[config.mk]
export PLATFORM = sky130hd
export DESIGN_NAME = pipeline_sequencer
export DESIGN_NICKNAME = d
export VERILOG_FILES = /design/src/rtl/seq_pkg.sv /design/src/rtl/perf_counters.sv /design/src/rtl/pipeline_sequencer.sv
export SDC_FILE = /design/constraint.sdc
export NUM_CORES = 1
export LEC_CHECK = 0
export ABC_AREA = 1
export CORE_AREA = 3 3 72 74
export DETAILED_ROUTE_END_ITERATION = 10
export DIE_AREA = 0 0 75 77
export PLACE_DENSITY = 0.79
export SYNTH_ARGS = -nofsm -noshare
export SYNTH_HDL_FRONTEND = slang
export SYNTH_SLANG_ARGS = --single-unit
[constraint.sdc]
create_clock -name clk -period 1.27 [get_ports clk]
set_input_delay 0.254 -clock clk [delete_from_list [all_inputs] [get_ports clk]]
set_output_delay 0.254 -clock clk [all_outputs]
set_load 0.01 [all_outputs]
[src/rtl/seq_pkg.sv]
// seq_pkg: sequencer state encodings and counter width default shared by the stall/flush controller.
package seq_pkg;
  typedef enum logic [1:0] {RUN = 2'd0, DRAIN = 2'd1, HALTED = 2'd2} state_e;
  localparam int CNT_W_DEF = 16;
endpackage

[src/rtl/perf_counters.sv]
// perf_counters: retired-instruction counter (wrapping) and stall-cycle counter (saturating).
module perf_counters
  import seq_pkg::*;
#(
  parameter int CNT_W = CNT_W_DEF
) (
  input  logic             clk,
  input  logic             reset_n,
  input  logic             inc_inst,
  input  logic             inc_stall,
  output logic [CNT_W-1:0] num_inst,
  output logic [CNT_W-1:0] stall_cycles
);
  logic [CNT_W-1:0] num_inst_q, num_inst_d, stall_cycles_q, stall_cycles_d;
  always_comb begin
    num_inst_d     = inc_inst ? num_inst_q + CNT_W'(1) : num_inst_q;
    stall_cycles_d = (inc_stall && !(&stall_cycles_q)) ? stall_cycles_q + CNT_W'(1) : stall_cycles_q;
  end
  always_ff @(posedge clk) begin
    if (!reset_n) begin
      num_inst_q     <= '0;
      stall_cycles_q <= '0;
    end else begin
      num_inst_q     <= num_inst_d;
      stall_cycles_q <= stall_cycles_d;
    end
  end
  assign num_inst     = num_inst_q;
  assign stall_cycles = stall_cycles_q;
endmodule

[src/rtl/pipeline_sequencer.sv]
// pipeline_sequencer: priority-ordered stall/flush control of the 5-stage pipeline plus HLT drain FSM.
module pipeline_sequencer
  import seq_pkg::*;
#(
  parameter int CNT_W = CNT_W_DEF
) (
  input  logic             clk,
  input  logic             reset_n,
  input  logic             hz_stall,
  input  logic             id_valid,
  input  logic             id_redirect,
  input  logic             id_halt,
  input  logic             ex_redirect,
  input  logic             i_req,
  input  logic             i_ready,
  input  logic             d_req,
  input  logic             d_ready,
  input  logic             wb_valid,
  input  logic             wb_halt,
  output logic             pc_write,
  output logic             if_id_write,
  output logic             if_id_flush,
  output logic             id_ex_write,
  output logic             id_ex_flush,
  output logic             ex_mem_write,
  output logic             mem_wb_write,
  output logic             mem_wb_flush,
  output logic             halted,
  output logic [CNT_W-1:0] num_inst,
  output logic [CNT_W-1:0] stall_cycles
);
  state_e state_q, state_d;
  logic   halted_q, halted_d;
  logic   dwait, iwait, inc_stall, inc_inst;
  always_comb begin
    dwait        = d_req & ~d_ready;
    iwait        = i_req & ~i_ready;
    pc_write     = 1'b1;
    if_id_write  = 1'b1;
    id_ex_write  = 1'b1;
    ex_mem_write = 1'b1;
    mem_wb_write = 1'b1;
    if_id_flush  = 1'b0;
    id_ex_flush  = 1'b0;
    mem_wb_flush = 1'b0;
    inc_stall    = 1'b0;
    if (!reset_n) begin
      {pc_write, if_id_write, id_ex_write, ex_mem_write, mem_wb_write} = '0;
      {if_id_flush, id_ex_flush, mem_wb_flush} = '1;
    end else if (state_q == HALTED) begin
      {pc_write, if_id_write, id_ex_write, ex_mem_write, mem_wb_write} = '0;
    end else if (dwait) begin
      {pc_write, if_id_write, id_ex_write, ex_mem_write} = '0;
      mem_wb_flush = 1'b1;
    end else if (ex_redirect) begin
      if_id_flush = 1'b1;
      id_ex_flush = 1'b1;
    end else if (hz_stall) begin
      pc_write    = 1'b0;
      if_id_write = 1'b0;
      id_ex_flush = 1'b1;
      inc_stall   = 1'b1;
    end else if (state_q == DRAIN) begin
      pc_write    = 1'b0;
      if_id_flush = 1'b1;
    end else if (id_redirect) begin
      if_id_flush = 1'b1;
    end else if (iwait) begin
      pc_write    = 1'b0;
      if_id_flush = 1'b1;
    end
    // A redirect stalled behind a data wait must not cancel the drain until it actually resolves.
    state_d = state_q;
    if (state_q == RUN && id_halt && id_valid && !hz_stall && !ex_redirect && !dwait) state_d = DRAIN;
    else if (state_q == DRAIN && wb_valid && wb_halt) state_d = HALTED;
    else if (state_q == DRAIN && ex_redirect && !dwait) state_d = RUN;
    halted_d = (state_d == HALTED);
    inc_inst = wb_valid && (state_q != HALTED);
  end
  always_ff @(posedge clk) begin
    if (!reset_n) begin
      state_q  <= RUN;
      halted_q <= 1'b0;
    end else begin
      state_q  <= state_d;
      halted_q <= halted_d;
    end
  end
  assign halted = halted_q;
  perf_counters #(.CNT_W(CNT_W)) u_perf (
    .clk         (clk),
    .reset_n     (reset_n),
    .inc_inst    (inc_inst),
    .inc_stall   (inc_stall),
    .num_inst    (num_inst),
    .stall_cycles(stall_cycles)
  );
endmodule

Fig. 1: local utilization
Drawn at 4 px/µm. 8 x 8 tiles, from dark blue (low) to red (high), 0 to 100% covered.
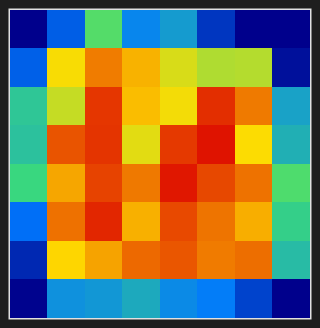
- fullest tile: 98%
- densest ninth of the die: centre
- nearly empty tiles: 7.8%
initial core utilization: 42.50%
core box area: 4661 µm²
core utilization of the finished layout: 73.99%

Fig. 2: cells coloured by class
Drawn at 4 px/µm.
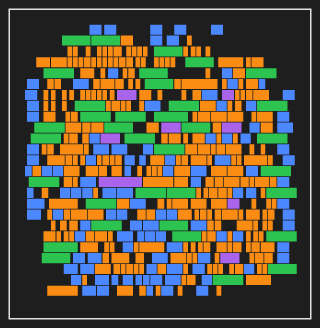
- purple: clock drivers and dummy loads (cells 8; share of their area 3.4%)
- orange: all other logic (cells 267; share of their area 48%)
- blue: other buffers and delay cells (cells 108; share of their area 27%)
- green: flops (cells 35; share of their area 22%)
sequential cell area share: 21.26%
standard-cell row count: 25
final design area excluding fillers: 3448 µm²

Fig. 3: met1 routing
Drawn at 6 px/µm. Supply wires on this layer in grey.
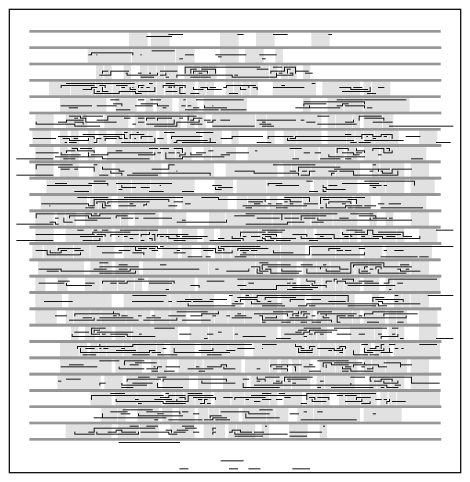
- longest straight run: 23.9 µm
- main direction: horizontal
wire length after detailed routing: 6516 µm
met1 track demand over resource: 26.02%
total vias in the final route: 2409

Fig. 4: nets reached from selected ports
Drawn at 4 px/µm.
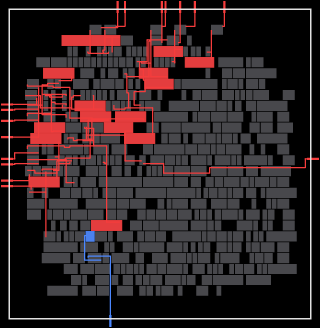
- red: num_inst (direction output; end cells 16; buffers 18; wire 620 µm)
- blue: id_valid (direction input; end cells 1; buffers 1; wire 31.7 µm)

==> datasheet_impl.txt <==
Physical design parameters

Parameter                              Value

Run status
  Status .................. complete, but fails checks
  Failing checks .................. setup timing

Clock network
  Clock Path Buffers .................. 2
  Clock slew at the register clock pins of the worst setup and hold paths .................. 80 ps
  TritonCTS clock tree .................. done
  Number of buffers created by CTS .................. 5

Detailed routing
  Detailed-routed wire length on met3 .................. 257 µm
  Wire length per cell after detailed routing .................. 13.81 µm
  Met2 wire length .................. 3473 µm
  Top Metal Used .................. met4

Placement
  Number of input and output port buffers inserted .................. 53

Setup path
  Classification of the worst setup path .................. flop to flop
  Termination of the worst setup path .................. u_perf.stall_cycles[2]
  Endpoint type of the worst setup path .................. flop
  Critical Path Source Type .................. flop

Hold path
  Path type of the worst min-delay path .................. flop to flop
  Cell depth of the worst hold path .................. 1

Job
  Tool warnings .................. 28

Final timing
  Clock Skews .................. 6.763 ps
  Finish-stage setup viols .................. 39
  Highest clock frequency the design can meet .................. 634.3 MHz
  Post-layout worst setup margin .................. -306.5 ps

Yosys
  Sequential cell area fraction in the yosys report .................. 35.38%
  Unique masters post-synth .................. 30
  Top non-seq family .................. simple AND/OR/NAND/NOR gates
  Area leader share .................. 35.38%

Global route
  Grt peak-use layer .................. met2

Final layout
  Share of layout cells above drive strength 1 .................. 44.26%
[registers in the layout, indices dropped and copies added, names as in the netlist]
signal,cells
state_q,2
u_perf.num_inst,16
halted,1
u_perf.stall_cycles,16
[metrics by stage]
step	std cells	util, %	cell area, µm²	total power [mW]	setup slack [ps]
6_report	472	73.99	3448	2.522	-306.5
5_1_grt	472	73.99	3448	2.615	-374.9
4_1_cts	466	67.33	3138	2.490	-249.3
3_5_place_dp	453	62.39	2908	1.415	-801.4
3_3_place_gp	453	62.39	2908	1.410	-755.1
2_1_floorplan	307	-	2008	1.255	1.545
[cells in the mapped netlist]
cell type / number
sky130_fd_sc_hd__nand2_4: 3
sky130_fd_sc_hd__xor2_1: 4
sky130_fd_sc_hd__nor2_4: 4
sky130_fd_sc_hd__a21oi_1: 21
sky130_fd_sc_hd__nor2_1: 62
sky130_fd_sc_hd__a31oi_1: 1
sky130_fd_sc_hd__clkinv_1: 1
sky130_fd_sc_hd__nand2_1: 79
sky130_fd_sc_hd__a211oi_1: 1
sky130_fd_sc_hd__buf_2: 2
sky130_fd_sc_hd__clkbuf_1: 1
sky130_fd_sc_hd__inv_1: 36
sky130_fd_sc_hd__nand3_1: 17
sky130_fd_sc_hd__dfxtp_1: 35
sky130_fd_sc_hd__nand4_4: 1
sky130_fd_sc_hd__o21ai_1: 1
sky130_fd_sc_hd__nor3_1: 5
sky130_fd_sc_hd__nor2_2: 3
sky130_fd_sc_hd__nor4_1: 1
sky130_fd_sc_hd__nor3_4: 1
sky130_fd_sc_hd__buf_4: 2
sky130_fd_sc_hd__nand2_2: 2
sky130_fd_sc_hd__nand3_2: 2
sky130_fd_sc_hd__xnor2_1: 2
sky130_fd_sc_hd__nand4_1: 3
sky130_fd_sc_hd__inv_2: 1
sky130_fd_sc_hd__nand3b_1: 1
sky130_fd_sc_hd__ha_1: 2
sky130_fd_sc_hd__o21ai_0: 12
sky130_fd_sc_hd__o21a_1: 1
[critical path, stage by stage (launching register included)]
cell and delay (ps):
sky130_fd_sc_hd__dfxtp_2 370, sky130_fd_sc_hd__inv_2 60, sky130_fd_sc_hd__nand2_4 100, sky130_fd_sc_hd__buf_6 120, sky130_fd_sc_hd__buf_6 90, sky130_fd_sc_hd__nand4_4 200
sky130_fd_sc_hd__nor2_2 190, sky130_fd_sc_hd__buf_6 180, sky130_fd_sc_hd__nand2_1 60, sky130_fd_sc_hd__a21oi_1 120
[repair_timing]
item / CTS / global route
gates resized: 136 / 88
buffers inserted: 6 / 7
endpoints found under the setup margin: 69 / 50
pin swaps: 25 / 22
gates cloned: 0 / 0
[area by class of cell]
cell class | instances | share of cell area, %
Sequential cell | 35 | 21.26
Inverter | 38 | 4.354
Multi-Input combinational cell | 229 | 42.49
Clock buffer | 5 | 1.996
Tap cell | 54 | 1.959
Timing Repair Buffer | 108 | 26.56
Clock inverter | 3 | 1.379
[kinds of logic after synthesis]
group           after synthesis
compound gates               37
xor+xnor                      6
fa+ha+maj                     2
buf+inv                      43
flops                        35
simple gates                184
[power by group]
part / total (mW) / internal [mW] / switching (mW)
logic: 0.330 / 0.159 / 0.171
registers: 1.12 / 1.11 / 0.00994
clock network: 1.08 / 0.596 / 0.481
Power is estimated from default activity; no workload was simulated.
